run_1/wires.png
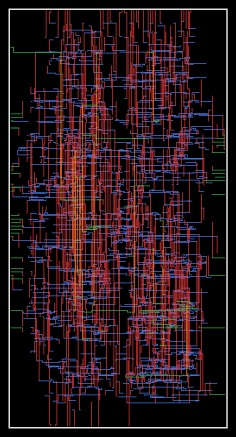
run_1/layer_met2.png
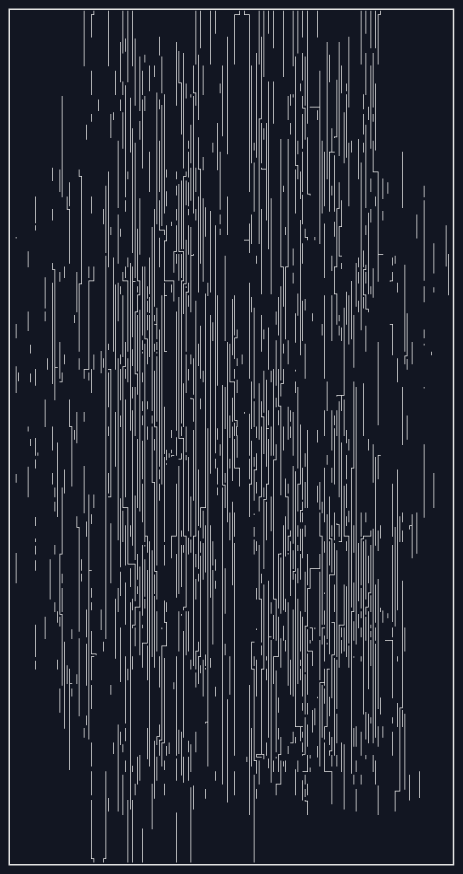
run_1/congestion.png
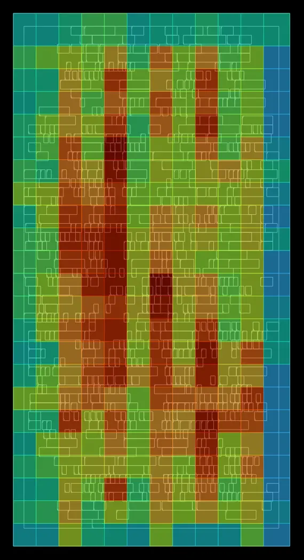
[config.mk]
export PLATFORM = sky130hd
export DESIGN_NAME = uart_cmd_master
export DESIGN_NICKNAME = d
export VERILOG_FILES = /design/src/rtl/uart_cmd_master.sv
export SDC_FILE = /design/constraint.sdc
export NUM_CORES = 1
export LEC_CHECK = 0
export ABC_AREA = 1
export CORE_ASPECT_RATIO = 2
export CORE_MARGIN = 3
export CORE_UTILIZATION = 40
export CTS_CLUSTER_SIZE = 12
export DETAILED_ROUTE_END_ITERATION = 8
export PLACE_DENSITY = 0.64
export SETUP_SLACK_MARGIN = 0.2
export SLEW_MARGIN = 20
export SYNTH_ARGS = -nofsm -noshare
export SYNTH_HDL_FRONTEND = slang
export SYNTH_SLANG_ARGS = --single-unit
[constraint.sdc]
create_clock -name CLK -period 2.04 [get_ports CLK]
set_input_delay 0.408 -clock CLK [delete_from_list [all_inputs] [get_ports CLK]]
set_output_delay 0.408 -clock CLK [all_outputs]
set_load 0.02 [all_outputs]
[src/rtl/uart_cmd_master.sv]
// Host-side command initiator: captures one command, serializes its frame to a
// UART transmitter, then assembles the response bytes from a UART receiver.
module uart_cmd_master #(
  parameter int DATA_WIDTH     = 8,
  parameter int ALU_OUT_WIDTH  = 16,
  parameter int TMO_WIDTH      = 16,
  parameter int TIMEOUT_CYCLES = 50000
) (
  input  logic                     CLK,
  input  logic                     RST,
  input  logic                     CMD_VALID,
  output logic                     CMD_READY,
  input  logic [1:0]               CMD_TYPE,
  input  logic [3:0]               CMD_ADDR,
  input  logic [DATA_WIDTH-1:0]    CMD_DATA,
  input  logic [DATA_WIDTH-1:0]    CMD_OP_A,
  input  logic [DATA_WIDTH-1:0]    CMD_OP_B,
  input  logic [3:0]               CMD_FUN,
  output logic [DATA_WIDTH-1:0]    TX_DATA,
  output logic                     TX_VALID,
  input  logic                     TX_BUSY,
  input  logic [DATA_WIDTH-1:0]    RX_DATA,
  input  logic                     RX_VALID,
  output logic [ALU_OUT_WIDTH-1:0] RSP_DATA,
  output logic                     RSP_VALID,
  output logic                     RSP_TIMEOUT
);

  typedef enum logic [1:0] {S_IDLE, S_SEND_REQ, S_SEND_WAIT, S_RECV} state_t;

  localparam logic [1:0] CT_WR      = 2'b00;
  localparam logic [1:0] CT_RD      = 2'b01;
  localparam logic [1:0] CT_ALU     = 2'b10;
  localparam logic [1:0] CT_ALU_NOP = 2'b11;

  localparam logic [TMO_WIDTH-1:0] TMO_LAST = TMO_WIDTH'(TIMEOUT_CYCLES - 1);

  typedef struct packed {
    logic [1:0]            typ;
    logic [3:0]            addr;
    logic [DATA_WIDTH-1:0] data;
    logic [DATA_WIDTH-1:0] op_a;
    logic [DATA_WIDTH-1:0] op_b;
    logic [3:0]            fun;
  } cmd_t;

  // Byte idx of the frame for command c.
  function automatic logic [DATA_WIDTH-1:0] frame_byte(cmd_t c, logic [1:0] idx);
    logic [DATA_WIDTH-1:0] b;
    b = '0;
    case (c.typ)
      CT_WR: begin
        case (idx)
          2'd0:    b = DATA_WIDTH'(8'hAA);
          2'd1:    b = DATA_WIDTH'(c.addr);
          default: b = c.data;
        endcase
      end
      CT_RD:   b = (idx == 2'd0) ? DATA_WIDTH'(8'hBB) : DATA_WIDTH'(c.addr);
      CT_ALU: begin
        case (idx)
          2'd0:    b = DATA_WIDTH'(8'hCC);
          2'd1:    b = c.op_a;
          2'd2:    b = c.op_b;
          default: b = DATA_WIDTH'(c.fun);
        endcase
      end
      default: b = (idx == 2'd0) ? DATA_WIDTH'(8'hDD) : DATA_WIDTH'(c.fun);
    endcase
    return b;
  endfunction

  function automatic logic [1:0] last_idx(logic [1:0] typ);
    logic [1:0] n;
    case (typ)
      CT_WR:   n = 2'd2;
      CT_ALU:  n = 2'd3;
      default: n = 2'd1;
    endcase
    return n;
  endfunction

  state_t                   state_q, state_d;
  cmd_t                     cmd_q, cmd_d, cmd_in;
  logic [1:0]               idx_q, idx_d;
  logic                     rcnt_q, rcnt_d;
  logic [DATA_WIDTH-1:0]    rx_lo_q, rx_lo_d;
  logic [TMO_WIDTH-1:0]     tmo_q, tmo_d;
  logic                     ready_q, ready_d;
  logic                     tx_valid_q, tx_valid_d;
  logic [DATA_WIDTH-1:0]    tx_data_q, tx_data_d;
  logic [ALU_OUT_WIDTH-1:0] rsp_data_q, rsp_data_d;
  logic                     rsp_valid_q, rsp_valid_d;
  logic                     rsp_timeout_q, rsp_timeout_d;

  always_comb begin
    cmd_in.typ  = CMD_TYPE;
    cmd_in.addr = CMD_ADDR;
    cmd_in.data = CMD_DATA;
    cmd_in.op_a = CMD_OP_A;
    cmd_in.op_b = CMD_OP_B;
    cmd_in.fun  = CMD_FUN;
  end

  always_comb begin
    state_d       = state_q;
    cmd_d         = cmd_q;
    idx_d         = idx_q;
    rcnt_d        = rcnt_q;
    rx_lo_d       = rx_lo_q;
    tmo_d         = tmo_q;
    tx_valid_d    = tx_valid_q;
    tx_data_d     = tx_data_q;
    rsp_data_d    = rsp_data_q;
    rsp_valid_d   = 1'b0;
    rsp_timeout_d = 1'b0;
    case (state_q)
      S_IDLE: begin
        if (CMD_VALID) begin
          cmd_d      = cmd_in;
          idx_d      = 2'd0;
          tx_data_d  = frame_byte(cmd_in, 2'd0);
          tx_valid_d = 1'b1;
          state_d    = S_SEND_REQ;
        end
      end
      S_SEND_REQ: begin
        if (TX_BUSY) begin
          tx_valid_d = 1'b0;
          state_d    = S_SEND_WAIT;
        end
      end
      S_SEND_WAIT: begin
        if (!TX_BUSY) begin
          if (idx_q != last_idx(cmd_q.typ)) begin
            idx_d      = idx_q + 2'd1;
            tx_data_d  = frame_byte(cmd_q, idx_q + 2'd1);
            tx_valid_d = 1'b1;
            state_d    = S_SEND_REQ;
          end else if (cmd_q.typ == CT_WR) begin
            rsp_data_d  = '0;
            rsp_valid_d = 1'b1;
            state_d     = S_IDLE;
          end else begin
            tmo_d   = '0;
            rcnt_d  = 1'b0;
            state_d = S_RECV;
          end
        end
      end
      default: begin
        // A byte arriving on the timeout cycle takes priority over the timeout.
        if (RX_VALID) begin
          tmo_d = '0;
          if (cmd_q.typ == CT_RD) begin
            rsp_data_d  = ALU_OUT_WIDTH'(RX_DATA);
            rsp_valid_d = 1'b1;
            state_d     = S_IDLE;
          end else if (rcnt_q) begin
            rsp_data_d  = ALU_OUT_WIDTH'({RX_DATA, rx_lo_q});
            rsp_valid_d = 1'b1;
            state_d     = S_IDLE;
          end else begin
            rx_lo_d = RX_DATA;
            rcnt_d  = 1'b1;
          end
        end else if (tmo_q == TMO_LAST) begin
          rsp_timeout_d = 1'b1;
          state_d       = S_IDLE;
        end else begin
          tmo_d = tmo_q + 1'b1;
        end
      end
    endcase
    ready_d = (state_d == S_IDLE);
  end

  always_ff @(posedge CLK or negedge RST) begin
    if (!RST) begin
      state_q       <= S_IDLE;
      cmd_q         <= '0;
      idx_q         <= '0;
      rcnt_q        <= 1'b0;
      rx_lo_q       <= '0;
      tmo_q         <= '0;
      ready_q       <= 1'b1;
      tx_valid_q    <= 1'b0;
      tx_data_q     <= '0;
      rsp_data_q    <= '0;
      rsp_valid_q   <= 1'b0;
      rsp_timeout_q <= 1'b0;
    end else begin
      state_q       <= state_d;
      cmd_q         <= cmd_d;
      idx_q         <= idx_d;
      rcnt_q        <= rcnt_d;
      rx_lo_q       <= rx_lo_d;
      tmo_q         <= tmo_d;
      ready_q       <= ready_d;
      tx_valid_q    <= tx_valid_d;
      tx_data_q     <= tx_data_d;
      rsp_data_q    <= rsp_data_d;
      rsp_valid_q   <= rsp_valid_d;
      rsp_timeout_q <= rsp_timeout_d;
    end
  end

  assign CMD_READY   = ready_q;
  assign TX_VALID    = tx_valid_q;
  assign TX_DATA     = tx_data_q;
  assign RSP_DATA    = rsp_data_q;
  assign RSP_VALID   = rsp_valid_q;
  assign RSP_TIMEOUT = rsp_timeout_q;

endmodule

==> flow_metrics.py, run 1 <==
# Auto-generated metrics
metrics = {
    "routing": {
        "routed.top_layer": "met4",
        "drtAntennaViolNets": 0,
        "dr_wl_met2_microns": 7630,
        "drt-vias-per-instance": 5.04,
        "drt_drc_violations_left": 0,
    },
    "setup_path": {
        "cpPeakStageDelay_ps": 390,
        "crit_chain": "buf_4 > ha_1 > nor2_2 > nand3_1 > nand2_1 > nand3_1 > a21oi_1 > o21ai_0",
        "critPathMaxFanout": 9,
        "critPathBufInv": 1,
        "cp_top_family": "simple AND/OR/NAND/NOR gates",
        "start_kind": "flip-flop",
        "cp.arrival_ps": 1980,
    },
    "yosys": {
        "logic_family": "simple AND/OR/NAND/NOR gates",
        "yosysWarningCount": 0,
        "ys_seq_share_pct": 47.0,
        "ys_cells": 651,
        "synth_top_area_share_pct": 46.5,
        "ys_sh_mux_pct": 1.63,
        "netlist.top_cell.by_area": "dfrtp_1",
        "syn_area_per_cell_sq_um": 7.45,
        "async_flop_share_pct": 100,
        "synth_flops": 91,
    },
    "timing": {
        "whs_ps": 462,
        "layout_min_cycle_time_ps": 1760,
        "max_slew_margin_pct": 70.2,
        "hold_violations": 0,
        "drv_slew": 0,
    },
    "final_layout": {
        "layout_top_cells": "nand2_1, dfrtp_1, clkdlybuf4s50_1",
        "final-instance-count-excl-fill": 898,
        "stdcell_area_sq_mm": 0.00626,
        "drive_gt1_share_pct": 12.0,
        "nMultiInputCombCells": 492,
        "largest_reg_flops": 34,
        "buf_share_pct": 16.0,
        "num-nonclk-inverters": 48,
        "fillers": 1192,
        "combGateArea_sq_mm": 0.00230,
    },
    "clock_tree": {
        "cts.clk_slew.worst_paths_ps": 70,
        "cts_setup_buffers": 0,
        "htree_num_levels": 3,
        "insertion_delay_ps": 340,
    },
    "pwr": {
        "power_frac_seq_pct": 34.4,
        "p_total_mw": 8.83,
        "power_clock_mw": 1.75,
        "p_comb_share_pct": 45.8,
        "cell_internal_pwr_mw": 5.21,
        "swShare_pct": 41.0,
    },
    "placement": {
        "dp.cells": 876,
        "pre_cts_slack_ps": 18.9,
        "dp_hpwl_microns": 10500,
        "gp_congestion": 0.963,
        "port_buffers": 74,
    },
    "global_routing": {
        "antenna_found_initial": 0,
        "grt_pass1_vias": 4551,
        "grtUsageMet2_pct": 39.9,
        "grt_use_met3_pct": 2.28,
    },
    "die": {
        "rows": 56,
        "chipArea_sq_mm": 0.0136,
        "core_sq_mm": 0.0118,
    },
    "run_status": {
        "status": "complete, no violations",
    },
}
About wires.png:
Green marks metal 3, wire length 395 microns. Orange marks metal 4, wire length 588 microns. Blue marks metal 1, wire length 4,790 microns. Red marks metal 2, wire length 7,630 microns.
per-cell routed wire length: 14.9 microns
Routed WL: 13,400 microns
GRT Total Usage: 20.5%
Vias: 4,528

About layer_met2.png:
The layer holds 57% of the routed length. 624 nets have wire on it. The longest straight run is 72.4 microns. The wires run mostly vertical.

About congestion.png:
met1 Use GR: 21.3%
GR peak layer: met2

run_1/cell_density.png
The die is cut into 8 by 16 equal tiles; white is low, dark blue is high, 0 to 100% covered.
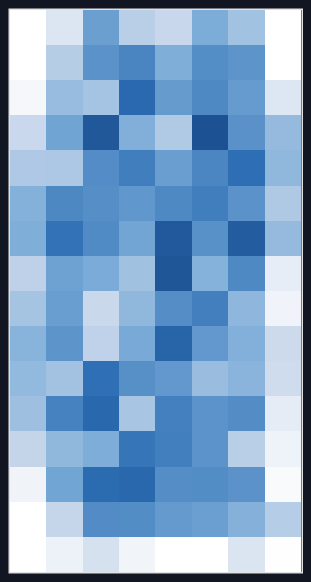

## Run 2: what changed since run 1
--- a/config.mk
+++ b/config.mk
@@ -7,7 +7,6 @@
 export LEC_CHECK = 0
 export ABC_AREA = 1
 export CORE_ASPECT_RATIO = 2
-export CORE_MARGIN = 3
 export CORE_UTILIZATION = 40
 export CTS_CLUSTER_SIZE = 12
 export DETAILED_ROUTE_END_ITERATION = 8
run_2/cell_density.png
The die is cut into 8 by 16 equal tiles; white is low, dark blue is high, 0 to 100% covered.
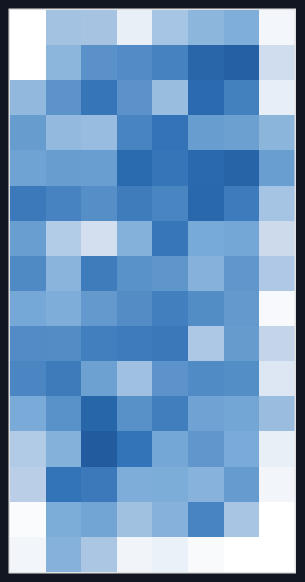
The fullest tile reaches 83%. 7.0% of the tiles are over 75% full. 3.9% of the tiles are nearly empty. The mean over all tiles is 49%. The emptiest ninth of the die: south-east.
Core Area: 0.0118 sq mm
final core occ: 53.6%

==> flow_metrics.py, run 2 <==
# Auto-generated metrics
metrics = {
    "run_status": {
        "status": "complete, no violations",
    },
    "final_layout": {
        "syn2layout_area_growth_pct": 30.1,
        "final-instance-count-excl-fill": 902,
        "buf_share_pct": 17.0,
        "seqCellArea_sq_mm": 0.00228,
        "stdcell_area_sq_mm": 0.00631,
        "sh_seq_area_pct": 36.2,
        "combGateArea_sq_mm": 0.00229,
        "clock_area_share_pct": 4.76,
        "largest_register": "cmd_q",
        "drive_gt1_share_pct": 12.2,
        "fillers": 1162,
        "ff_count": 91,
        "nMultiInputCombCells": 492,
        "clkbuf_count": 10,
        "n_all_buffers": 110,
        "largest_reg_flops": 34,
        "lay_top_count": "nand2_1",
        "layout_top_cells": "nand2_1, dfrtp_1, clkdlybuf4s50_1",
        "final_nets": 804,
        "comb_area_share_pct": 36.4,
        "num-nonclk-inverters": 48,
    },
    "yosys": {
        "synth_flops": 91,
        "ys_seq_share_pct": 47.0,
        "syn_area_per_cell_sq_um": 7.45,
        "ys_sh_simple_pct": 37.1,
        "async_flop_share_pct": 100,
        "ys_cells": 651,
        "ys_sh_xor_pct": 0.542,
        "yosysUniqueCellTypes": 36,
        "ff_type": "dfrtp_1",
        "syn-instance-count": 651,
        "fp_nets": 703,
        "synthAoiAreaFrac_pct": 6.22,
        "yosysWarningCount": 0,
        "synth_top_area_share_pct": 46.5,
        "netlist.top_cell.by_area": "dfrtp_1",
        "ys_chip_area_sq_mm": 0.00485,
        "logic_family": "simple AND/OR/NAND/NOR gates",
        "yosysMostFrequentCell": "nand2_1",
        "ys_sh_mux_pct": 1.63,
        "fa_ha_area_share_pct": 1.29,
        "syn_area_sq_mm": 0.00485,
    },
    "routing": {
        "drtAntennaViolNets": 0,
        "vias": 4618,
        "drt_drc_violations_left": 0,
        "dr_wl_met2_microns": 7830,
        "routedLengthMet1_microns": 4780,
        "drt_iter0_markers": 215,
        "drt_first_pass_iters": 4,
        "wl_microns": 14000,
        "drt-vias-per-instance": 5.12,
        "wl_per_cell_microns": 15.5,
        "routed.top_layer": "met4",
    },
    "die": {
        "die_h_microns": 158,
        "pin_count": 75,
        "die_x_microns": 79.9,
        "initCoreUtil_pct": 41.2,
        "nWellTaps": 145,
        "rows": 56,
        "chipArea_sq_mm": 0.0126,
    },
    "setup_path": {
        "reg2reg_from": "idx_q[0]",
        "cp.arrival_ps": 1360,
        "cpPeakStageDelay_ps": 620,
        "reg2regPathDepth": 10,
        "critPathMaxFanout": 2,
        "crit_chain": "clkdlybuf4s50_1",
        "cp_top_family": "buffers and inverters",
        "start_kind": "flip-flop",
        "critPathBufInv": 1,
        "crit_slowest_cell": "clkdlybuf4s50_1",
        "cp-startpoint": "TX_VALID",
        "cp.depth": 1,
        "required_ps": 1630,
        "reg2reg_slack_ps": 280,
        "cp-end-kind": "primary output",
    },
    "clock_tree": {
        "cts_buffers": 9,
        "cts-root-buf": "clkbuf_16",
        "cts_num_sinks": 91,
        "cts.clk_slew.worst_paths_ps": 70,
        "ctsHoldBuffers": 0,
        "insertion_delay_ps": 350,
        "cts_setup_buffers": 0,
        "cts_tree": "yes",
        "htree_num_levels": 3,
    },
    "placement": {
        "placed_cell_area_sq_mm": 0.00596,
        "dp.cells": 883,
        "port_buffers": 74,
        "dp_hpwl_microns": 11000,
        "pre_cts_slack_ps": 54.1,
        "gp_congestion": 0.993,
    },
    "timing": {
        "layout_min_cycle_time_ps": 1760,
        "finalSetupViolCount": 0,
        "whs_ps": 27.0,
        "drv_slew": 0,
        "setup_slack_ps": 276,
        "worstMarginPinSlew_ps": 462,
        "timing.fmax_mhz": 567,
        "fin_crit_sh_pct": 86.5,
        "fin_skew_ps": 8.90,
        "finalSetupTns_ps": 0,
        "max_slew_margin_pct": 69.2,
        "hold_violations": 0,
    },
    "pwr": {
        "swShare_pct": 41.3,
        "ir_worst_vdd_uv": 794,
        "p_total_mw": 8.84,
        "cell_internal_pwr_mw": 5.19,
        "power_frac_seq_pct": 34.2,
        "p_comb_mw": 4.13,
        "p_comb_share_pct": 46.7,
        "p_switching_mw": 3.65,
        "pg_seq_mw": 3.02,
        "power_clock_mw": 1.70,
    },
    "global_routing": {
        "grtUsageMet2_pct": 45.8,
        "overflow": 0,
        "gr-usage-met1_pct": 22.7,
        "grt.busiest_layer": "met2",
        "antenna_found_initial": 0,
        "grt_pass1_wl_microns": 22700,
        "grt_pass1_vias": 4753,
        "grt_use_met3_pct": 2.88,
        "grt_max_degree": 56,
        "grt_usage_pct": 24.1,
    },
    "job": {
        "log.warning_count": 29,
        "cap_viol_max_count": 0,
    },
}
run_2/wires.png
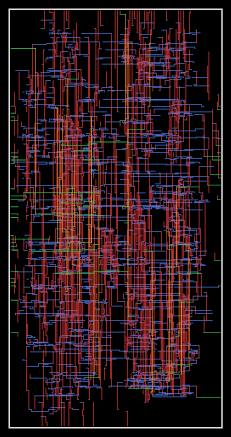
Red marks metal 2, wire length 7,830 microns. Blue marks metal 1, wire length 4,780 microns. Orange marks metal 4, wire length 1,000 microns. Green marks metal 3, wire length 413 microns.

## Run 3: what changed since run 2
--- a/config.mk
+++ b/config.mk
@@ -12,7 +12,6 @@
 export DETAILED_ROUTE_END_ITERATION = 8
 export PLACE_DENSITY = 0.64
 export SETUP_SLACK_MARGIN = 0.2
-export SLEW_MARGIN = 20
 export SYNTH_ARGS = -nofsm -noshare
 export SYNTH_HDL_FRONTEND = slang
 export SYNTH_SLANG_ARGS = --single-unit
run_3/congestion.png
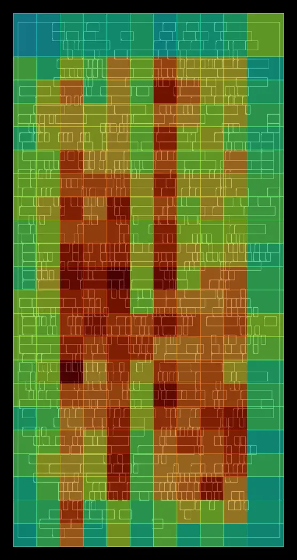
GRT Total Usage: 24.1%
global-route met2 utilization: 45.8%
met1 Use GR: 22.7%
per-cell routed wire length: 15.5 microns
met3 Use GR: 2.88%

==> flow_metrics.py, run 3 <==
# Auto-generated metrics
metrics = {
    "timing": {
        "timing.fmax_mhz": 567,
        "setup_slack_ps": 276,
        "hold_violations": 0,
        "whs_ps": 27.0,
        "max_slew_margin_pct": 69.2,
        "fin_skew_ps": 8.90,
        "worstMarginPinSlew_ps": 462,
        "fin_crit_sh_pct": 86.5,
        "finalSetupTns_ps": 0,
        "finalSetupViolCount": 0,
    },
    "final_layout": {
        "syn2layout_area_growth_pct": 30.1,
        "final-instance-count-excl-fill": 902,
        "final_nets": 804,
        "layout_top_cells": "nand2_1, dfrtp_1, clkdlybuf4s50_1",
        "clock_area_share_pct": 4.76,
        "num-nonclk-inverters": 48,
        "lay_top_count": "nand2_1",
        "largest_register": "cmd_q",
        "buf_share_pct": 17.0,
        "stdcell_area_sq_mm": 0.00631,
        "n_all_buffers": 110,
        "sh_seq_area_pct": 36.2,
        "ff_count": 91,
        "largest_reg_flops": 34,
        "combGateArea_sq_mm": 0.00229,
        "seqCellArea_sq_mm": 0.00228,
        "nMultiInputCombCells": 492,
        "comb_area_share_pct": 36.4,
        "drive_gt1_share_pct": 12.2,
    },
    "setup_path": {
        "reg2regPathDepth": 10,
        "cpPeakStageDelay_ps": 620,
        "start_kind": "flip-flop",
        "cp.depth": 1,
        "critPathBufInv": 1,
        "crit_slowest_cell": "clkdlybuf4s50_1",
        "reg2reg_from": "idx_q[0]",
        "reg2reg_slack_ps": 280,
        "cp.arrival_ps": 1360,
        "crit_chain": "clkdlybuf4s50_1",
        "required_ps": 1630,
        "cp-end-kind": "primary output",
        "r2r-end": "TX_DATA[7]",
        "critPathMaxFanout": 2,
    },
    "placement": {
        "pre_cts_slack_ps": 54.1,
        "placed_cell_area_sq_mm": 0.00596,
        "port_buffers": 74,
        "gp_congestion": 0.993,
        "dp_hpwl_microns": 11000,
        "dp.cells": 883,
    },
    "yosys": {
        "syn_area_per_cell_sq_um": 7.45,
        "syn-instance-count": 651,
        "synth_flops": 91,
        "ys_sh_simple_pct": 37.1,
        "ys_cells": 651,
        "fp_nets": 703,
        "synth_top_area_share_pct": 46.5,
        "fa_ha_area_share_pct": 1.29,
        "syn_area_sq_mm": 0.00485,
        "async_flop_share_pct": 100,
        "yosysWarningCount": 0,
        "ys_sh_xor_pct": 0.542,
        "ys_chip_area_sq_mm": 0.00485,
        "ys_sh_mux_pct": 1.63,
        "netlist.top_cell.by_area": "dfrtp_1",
        "logic_family": "simple AND/OR/NAND/NOR gates",
        "top_cells_by_area": "dfrtp_1, nand2_1, nand3_1",
        "yosysUniqueCellTypes": 36,
        "synthAoiAreaFrac_pct": 6.22,
        "ys_seq_share_pct": 47.0,
        "yosysMostFrequentCell": "nand2_1",
        "ff_type": "dfrtp_1",
    },
    "run_status": {
        "status": "complete, no violations",
    },
    "die": {
        "chipArea_sq_mm": 0.0126,
        "rows": 56,
        "die_h_microns": 158,
        "nWellTaps": 145,
        "core_sq_mm": 0.0118,
        "die_x_microns": 79.9,
        "pin_count": 75,
        "initCoreUtil_pct": 41.2,
    },
    "pwr": {
        "leakage_nw": 3.04,
        "p_comb_mw": 4.13,
        "p_total_mw": 8.84,
        "ir_worst_vdd_uv": 794,
        "power_clock_mw": 1.70,
        "swShare_pct": 41.3,
        "cell_internal_pwr_mw": 5.19,
        "pg_seq_mw": 3.02,
        "power_frac_seq_pct": 34.2,
    },
    "clock_tree": {
        "cts_buffers": 9,
        "insertion_delay_ps": 350,
        "cts_setup_buffers": 0,
        "htree_num_levels": 3,
        "cts.clk_slew.worst_paths_ps": 70,
        "ctsHoldBuffers": 0,
        "cts-root-buf": "clkbuf_16",
        "cts_tree": "yes",
    },
    "routing": {
        "dr_wl_met2_microns": 7830,
        "vias": 4618,
        "drt_iter0_markers": 215,
        "drt_first_pass_iters": 4,
        "routedLengthMet1_microns": 4780,
        "routed.top_layer": "met4",
        "drt_drc_violations_left": 0,
        "drt-vias-per-instance": 5.12,
        "wl_microns": 14000,
        "drtAntennaViolNets": 0,
    },
    "global_routing": {
        "grt_pass1_vias": 4753,
        "overflow": 0,
        "grt_pass1_wl_microns": 22700,
        "grt_max_degree": 56,
        "grt.busiest_layer": "met2",
        "antenna_found_initial": 0,
    },
    "min_path": {
        "hold_class": "in2async",
    },
    "job": {
        "log.warning_count": 29,
        "cap_viol_max_count": 0,
    },
}
run_3/logic_types.png
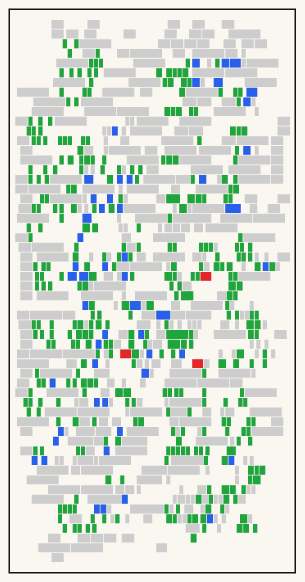
Green marks NAND gates, cells 344, where spread over the die. Blue marks inverting AOI/OAI gates, cells 51. Red marks XOR/XNOR gates, cells 3.

Power and IR drop assume default switching activity.
